===== config.mk =====
export PLATFORM = sky130hd
export DESIGN_NAME = srt_quotient_converter_flat
export DESIGN_NICKNAME = d
export VERILOG_FILES = /design/src/rtl/srt_quotient_converter_if.sv /design/src/rtl/srt_quotient_converter.sv /design/src/flat_wrapper.sv
export SDC_FILE = /design/constraint.sdc
export NUM_CORES = 1
export LEC_CHECK = 0
export CAP_MARGIN = 30
export CORE_UTILIZATION = 40
export CTS_CLUSTER_DIAMETER = 100
export DETAILED_ROUTE_END_ITERATION = 8
export PLACE_DENSITY = 0.76
export SYNTH_ARGS = -nofsm -noshare
export SYNTH_HDL_FRONTEND = slang
export SYNTH_SLANG_ARGS = --single-unit

===== constraint.sdc =====
create_clock -name clk -period 1.32 [get_ports clk]
set_clock_uncertainty 0.05 [all_clocks]
set_input_delay 0.264 -clock clk [delete_from_list [all_inputs] [get_ports clk]]
set_output_delay 0.264 -clock clk [all_outputs]
set_load 0.01 [all_outputs]

===== src/rtl/srt_quotient_converter_if.sv =====
// Digit-in / quotient-out handshake bundle for the SRT on-the-fly quotient converter.
// rem_neg is present only when SRT_REM_CORRECT_EN is defined.
interface srt_quotient_converter_if #(
  parameter int QW = 8
);
  logic          digit_valid;
  logic          digit_ready;
  logic [2:0]    q_digit;
`ifdef SRT_REM_CORRECT_EN
  logic          rem_neg;
`endif
  logic          q_valid;
  logic          q_ready;
  logic [QW-1:0] quotient;

`ifdef SRT_REM_CORRECT_EN
  modport master (output digit_valid, q_digit, rem_neg, q_ready,
                  input  digit_ready, q_valid, quotient);
  modport slave  (input  digit_valid, q_digit, rem_neg, q_ready,
                  output digit_ready, q_valid, quotient);
`else
  modport master (output digit_valid, q_digit, q_ready,
                  input  digit_ready, q_valid, quotient);
  modport slave  (input  digit_valid, q_digit, q_ready,
                  output digit_ready, q_valid, quotient);
`endif
endinterface


===== src/rtl/srt_quotient_converter.sv =====
// On-the-fly radix-4 SRT quotient converter: keeps Q and QM=Q-1 so each digit is a shift+append.
// Optional feature macro: SRT_REM_CORRECT_EN (select QM when the final remainder is negative).
module srt_quotient_converter #(
  parameter  int NDIGITS = 4,
  localparam int QW      = 2 * NDIGITS
) (
  input  logic clk,
  input  logic rst_n,
  input  logic start,
  output logic busy,
  output logic err,
  srt_quotient_converter_if.slave bus
);

  localparam int CW = (NDIGITS > 2) ? $clog2(NDIGITS) : 1;
  localparam logic [CW-1:0] LAST = CW'(NDIGITS - 1);

  typedef enum logic [1:0] {IDLE, ACCUM, DONE} state_t;

  state_t        state;
  logic [QW-1:0] q_reg;
  logic [QW-1:0] qm_reg;
  logic [CW-1:0] cnt;
  logic [QW-1:0] quotient_reg;
  logic          q_valid_reg;
  logic          err_reg;

  logic          digit_illegal;
  logic [2:0]    d_eff;
  logic [2:0]    d_minus;
  logic [QW-1:0] q_next;
  logic [QW-1:0] qm_next;
  logic [QW-1:0] result_next;
  logic          accept;

  // Appended low digit of Q is d mod 4 and of QM is (d-1) mod 4; only the shifted source differs.
  always_comb begin
    digit_illegal = (bus.q_digit == 3'b011) || (bus.q_digit == 3'b100);
    d_eff         = digit_illegal ? 3'b000 : bus.q_digit;
    d_minus       = d_eff - 3'd1;
    q_next        = d_eff[2] ? {qm_reg[QW-3:0], d_eff[1:0]} : {q_reg[QW-3:0], d_eff[1:0]};
    qm_next       = (d_eff[2] || (d_eff == 3'b000)) ? {qm_reg[QW-3:0], d_minus[1:0]}
                                                    : {q_reg[QW-3:0], d_minus[1:0]};
`ifdef SRT_REM_CORRECT_EN
    result_next   = bus.rem_neg ? qm_next : q_next;
`else
    result_next   = q_next;
`endif
    accept        = bus.digit_valid && (state == ACCUM);
  end

  always_ff @(posedge clk or negedge rst_n) begin
    if (!rst_n) begin
      state        <= IDLE;
      q_reg        <= '0;
      qm_reg       <= '1;
      cnt          <= '0;
      quotient_reg <= '0;
      q_valid_reg  <= 1'b0;
      err_reg      <= 1'b0;
    end else if (start) begin
      state       <= ACCUM;
      q_reg       <= '0;
      qm_reg      <= '1;
      cnt         <= '0;
      q_valid_reg <= 1'b0;
      err_reg     <= 1'b0;
    end else begin
      case (state)
        IDLE: ;
        ACCUM: begin
          if (accept) begin
            q_reg  <= q_next;
            qm_reg <= qm_next;
            cnt    <= cnt + 1'b1;
            if (digit_illegal)
              err_reg <= 1'b1;
            if (cnt == LAST) begin
              state        <= DONE;
              quotient_reg <= result_next;
              q_valid_reg  <= 1'b1;
            end
          end
        end
        DONE: begin
          if (bus.q_ready) begin
            state       <= IDLE;
            q_valid_reg <= 1'b0;
          end
        end
        default: state <= IDLE;
      endcase
    end
  end

  assign bus.digit_ready = (state == ACCUM);
  assign bus.q_valid     = q_valid_reg;
  assign bus.quotient    = quotient_reg;
  assign busy            = (state != IDLE);
  assign err             = err_reg;

endmodule


===== src/flat_wrapper.sv =====
// flat-port wrapper written by rule: the top's interface ports become plain ports
module srt_quotient_converter_flat 
#(
  parameter  int NDIGITS = 4,
  localparam int QW      = 2 * NDIGITS
)
  (clk, rst_n, start, busy, err, bus_digit_valid, bus_q_digit, bus_q_ready, bus_digit_ready, bus_q_valid, bus_quotient);
  srt_quotient_converter_if #(.QW((2 * (4)))) bus_i ();
  input  logic clk;
  input  logic rst_n;
  input  logic start;
  output logic busy;
  output logic err;
  input wire logic [$bits(bus_i.digit_valid)-1:0] bus_digit_valid;
  input wire logic [$bits(bus_i.q_digit)-1:0] bus_q_digit;
  input wire logic [$bits(bus_i.q_ready)-1:0] bus_q_ready;
  output wire logic [$bits(bus_i.digit_ready)-1:0] bus_digit_ready;
  output wire logic [$bits(bus_i.q_valid)-1:0] bus_q_valid;
  output wire logic [$bits(bus_i.quotient)-1:0] bus_quotient;
  assign bus_i.digit_valid = bus_digit_valid;
  assign bus_i.q_digit = bus_q_digit;
  assign bus_i.q_ready = bus_q_ready;
  assign bus_digit_ready = bus_i.digit_ready;
  assign bus_q_valid = bus_i.q_valid;
  assign bus_quotient = bus_i.quotient;
  srt_quotient_converter #(.NDIGITS(NDIGITS)) u_core (.clk(clk), .rst_n(rst_n), .start(start), .busy(busy), .err(err), .bus(bus_i));
endmodule

m2.png
Drawn at 8 px/um.
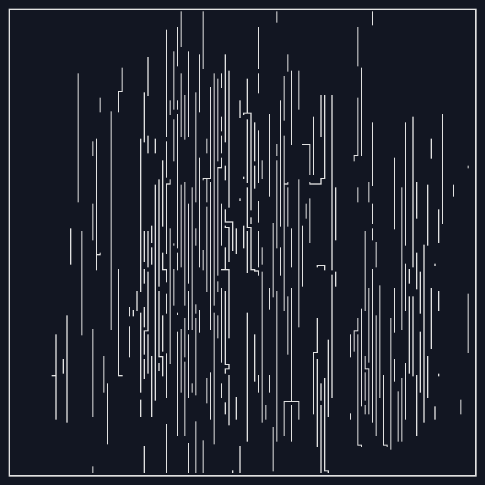
longest straight run = 28.9 um
nets with wire on the layer = 156
share of all routed wire = 54%
wire length on this layer = 1720 um
GR met2 Demand/Resource: 0.3399
vias: 1054

placed.png
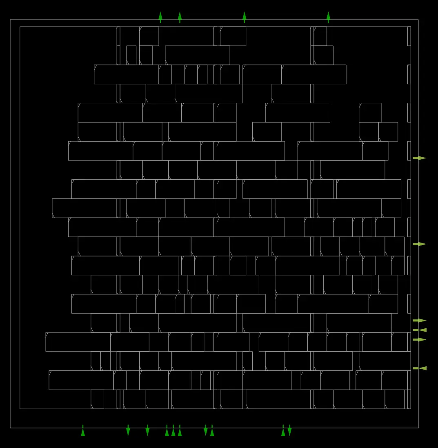
registers: 26
non-filler cells, final: 201
Tap Count: 44
Seq area share: 0.3288
row cnt: 20

==> results.py <==
# Flow results
metrics = {
    "outcome": {
        "status": "complete, but fails checks",
        "failed_checks": "negative setup slack",
    },
    "yosys": {
        "fp_nets": 110,
        "edf_count": 0,
        "ys_area_um2": 1260,
        "netlist_instances": 100,
        "netlist_area_um2": 1260,
        "flop_cell": "dfrtp_1",
        "ys_cells": 100,
        "logic_family": "AND-OR/OR-AND gates",
    },
    "timing": {
        "min_period_ps": 1542,
        "tightest_slew_ps": 463.3,
        "setup_slack_ps": -222.4,
        "setup-violations-final": 22,
    },
    "critical_path": {
        "critical_path_class": "register to register",
        "cp.arrival_ps": 1730,
        "crit_chain": "ha_4, nand2_4, nor3b_4, buf_6, mux2_4",
        "crit_path_start_kind": "register",
        "reg2reg_from": "u_core.cnt[0]",
        "path_buffers": 1,
    },
    "floorplanning": {
        "ios": 20,
    },
    "global_route": {
        "use_met1": 0.2182,
        "grt_pass1_wl_um": 4761,
        "use_met3": 0.03795,
        "antenna_found_initial": 0,
        "grt_usage": 0.1928,
    },
    "detailed_routing": {
        "post_drt_wl_per_cell_um": 15.77,
        "wl_met1_um": 1318,
        "route.met3.wl_um": 86,
    },
    "power": {
        "pwr-share-clk": 0.262,
        "power_density_nw_per_um2": 1055,
        "power.leakage_nw": 0.9225,
    },
    "final_layout": {
        "logic_area_um2": 718.2,
        "largestClassByArea": "logic gates",
        "mostFrequentLayoutCell": "buf_4",
        "area_delta_synth_final_pct": 59.19,
    },
    "place": {
        "dp_slack_ps": -610.8,
    },
    "clock_tree": {
        "cts-buffers-inserted": 3,
    },
    "flow_run": {
        "warning_count": 29,
    },
}
## repair_timing
item,in CTS,in global routing
gates resized,55,23
endpoints found under the setup margin,34,30
gates cloned,0,1
buffers inserted,12,6
pin swaps,6,12
## synth_stat cells, drive strengths merged, types with 2 or more instances
master / number
a21oi: 3
o2bb2ai: 3
mux2i: 4
dfstp: 6
a2bb2oi: 5
inv: 8
nor2: 3
dfrtp: 20
mux2: 10
a22o: 4
or2: 3
o21ai: 8
ha: 2
buf: 2
a31oi: 5
## final timing paths
check	end	slack (ps)
max	u_core.bus.quotient[7]	-220
min	u_core.bus.q_valid	220
max reg2reg	u_core.bus.quotient[7]	-220
min reg2reg	u_core.q_reg[5]	470
max in group asynchronous	u_core.qm_reg[1]	770
min in group clk	u_core.err	320
Power and IR drop assume default switching activity.
